registers.png
Other sequential cells in the stronger gray, the rest of the logic in the fainter gray.
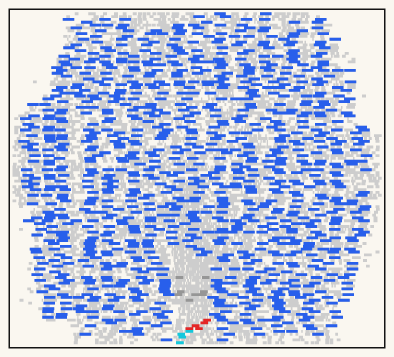
cell_classes.png
The bar under the picture is 100 um long.
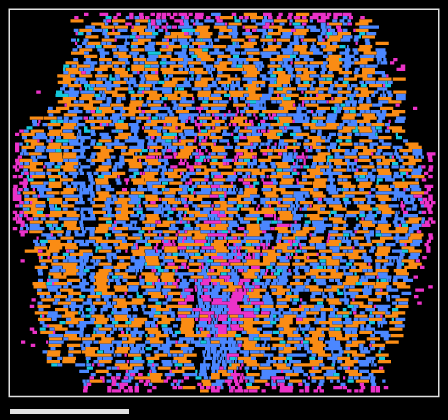
pdn.png
Pins as bars on the die edge. Tap cells in gray.
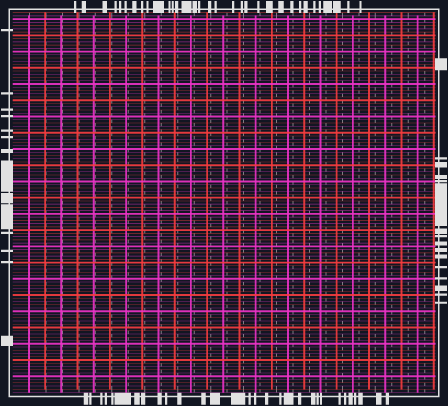
final_congestion.png
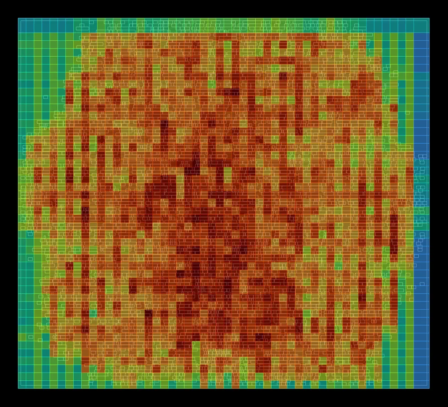
clock_map.png
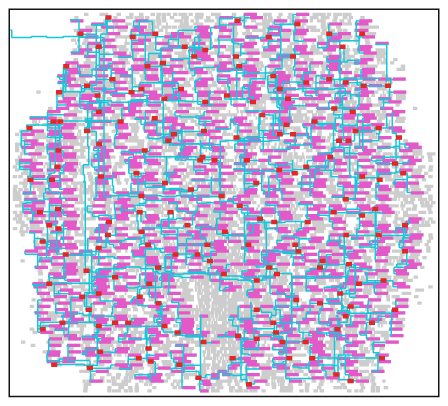
==> config.mk <==
export PLATFORM = sky130hd
export DESIGN_NAME = multi_issue_queue
export DESIGN_NICKNAME = d
export VERILOG_FILES = /design/src/rtl/multi_issue_queue.sv
export SDC_FILE = /design/constraint.sdc
export NUM_CORES = 2
export LEC_CHECK = 0
export ABC_CLOCK_PERIOD_IN_PS = 10600
export CORE_ASPECT_RATIO = 0.9
export CORE_MARGIN = 2
export CORE_UTILIZATION = 55
export CTS_BUF_LIST = sky130_fd_sc_hd__clkbuf_8
export DETAILED_ROUTE_END_ITERATION = 8
export GPL_ROUTABILITY_DRIVEN = 0
export GPL_TIMING_DRIVEN = 0
export PLACE_DENSITY = 0.76
export SLEW_MARGIN = 5
export SYNTH_ARGS = -nofsm -noshare
export SYNTH_HDL_FRONTEND = slang
export SYNTH_HIERARCHICAL = 1
export SYNTH_SLANG_ARGS = --single-unit
==> constraint.sdc <==
create_clock -name clk -period 10.6 [get_ports clk]
set_clock_uncertainty 0.15 [all_clocks]
set_input_delay 2.12 -clock clk [delete_from_list [all_inputs] [get_ports clk]]
set_output_delay 2.12 -clock clk [all_outputs]
set_load 0.02 [all_outputs]
==> impl_table.tex <==
% Implementation results table
\begin{tabular}{lr}
\hline
Metric & Value \\
\hline
\multicolumn{2}{l}{\textbf{Status}} \\
Outcome & finished clean \\
\multicolumn{2}{l}{\textbf{Yosys}} \\
Number of flops mapped to enable cells by yosys & 1024 \\
Most instantiated cells after synthesis & sky130\_fd\_sc\_hd\_\_mux2\_2 (1026), sky130\_fd\_sc\_hd\_\_edfxtp\_1 (1024), sky130\_fd\_sc\_hd\_\_mux4\_2 (448) \\
Most used DFF post-synth & sky130\_fd\_sc\_hd\_\_edfxtp\_1 \\
Most frequently used cell type in the post-synthesis netlist & sky130\_fd\_sc\_hd\_\_mux2\_2 \\
\multicolumn{2}{l}{\textbf{Worst setup path}} \\
Critical Setup Path Class & reg2out \\
Worst Reg-to-Reg Cells & 15 \\
Stages on the worst setup path & 9 \\
Largest fanout on the critical path & 10 \\
\multicolumn{2}{l}{\textbf{Clock tree}} \\
H-tree depth & 4 \\
Clock tree from TritonCTS & built \\
Post-CTS Resized & 0 \\
\multicolumn{2}{l}{\textbf{GRT}} \\
Vias in the first global route & around 44000 \\
Global-route wire length before repair & a little over 300 mm \\
Overflow left after global routing & 0 \\
\multicolumn{2}{l}{\textbf{Final timing}} \\
Final slew viol count & 0 \\
Worst Slack Setup Final & approximately 1.9 ns \\
Final period demand of the worst path & approximately 8.7 ns \\
Hold Fails Final Rpt & 0 \\
Slew HR & under 10\% \\
\multicolumn{2}{l}{\textbf{Cells and area}} \\
Layout Nets & 4593 \\
Most instantiated logic cell after routing & sky130\_fd\_sc\_hd\_\_mux2\_2 \\
Final-layout fill cell count & roughly 8100 \\
Top cells excl fill/tap & sky130\_fd\_sc\_hd\_\_mux2\_2 (1026), sky130\_fd\_sc\_hd\_\_edfxtp\_1 (1024), sky130\_fd\_sc\_hd\_\_mux4\_2 (448) \\
Multi-input gate area & 0.02901 mm2 \\
Share of layout cells above drive strength 1 & a little over two fifths \\
\multicolumn{2}{l}{\textbf{Power}} \\
Pleak & $\sim$23 nW \\
Final Power & between 10 and 15 mW \\
\multicolumn{2}{l}{\textbf{Route}} \\
Vias per std cell & around 7.3 \\
Remaining design rule violation count & 0 \\
Aggregate routed wire length & roughly 220 mm \\
Met2 routed WL & 97.49 mm \\
\multicolumn{2}{l}{\textbf{Placement}} \\
Total placed cells including tap cells & 5744 \\
\multicolumn{2}{l}{\textbf{Floorplan}} \\
Io pins & around 280 \\
\hline
\end{tabular}
Notes on registers.png above:
color	signal	flops	where
blue	mem_q	1024	all over the die
cyan	size_left	4	bottom middle
red	size	5	bottom middle
not colored	8
Register Area: 0.03109 mm2
fraction of standard cell area that is sequential: 43.43%
fin util: 63.51%
power attributed to sequential cells: 4.61 mW

Notes on cell_classes.png above:
color	class	cells	share of their area
cyan	clock drivers and dummy loads	321	4.6%
magenta	other buffers and delay cells	800	9.1%
orange	flip-flops	1041	45%
blue	all other logic	2416	42%
post-route design area: 0.07159 mm2
Core Region: 0.1127 mm2
number of core rows: 117

Notes on pdn.png above:
color	net
red	VDD
magenta	VSS
met5 straps	23
signal pins	276
met4 straps	26
Die Wd: 358.6 um
maximum VDD drop: 0.1993 mV
die span in y: 323.2 um

Notes on final_congestion.png above:
overall routing resource usage: 38.32%
global routing met3 resource utilization: 13.37%

Notes on clock_map.png above:
[cyan] clock wires | length: 14500 um
[magenta] flip-flops | count: 1041
[red] cells driving clock nets | count: 178
flops lie	all over the die
insertion delay at the late pin of the worst-skew pair: 0.90 ns
proportion of power drawn by the clock network: 23.7%
total clock network power: 3.45 mW

-- area by class of cell --
class	count	area share, %
diodes	15	0.05243
plain buffers	455	3.114
clock buffers	183	3.518
clock inverters	138	0.9612
inverters	17	0.08913
multi-input cells	2399	40.53
flip-flops and latches	1041	43.43
well taps	1487	2.599
repair buffers	345	5.711
-- tightest hold or removal path: stages (launching register included) --
cell and delay [ns]:
sky130_fd_sc_hd__dfxtp_1 0.33, sky130_fd_sc_hd__ha_1 0.13, sky130_fd_sc_hd__and2_1 0.10
-- logic make-up after synthesis --
family                   share of synthesized area, %
multiplexers                                    39.01
other                                        0.006024
XOR/XNOR                                       0.1829
flip-flops                                      49.94
AND/OR/NAND/NOR                                 1.280
AND-OR/OR-AND                                   5.441
buffers and inverters                           3.670
adder cells (fa/ha/maj)                        0.4703
No activity file was given, so power comes from the tool's default toggle rates.
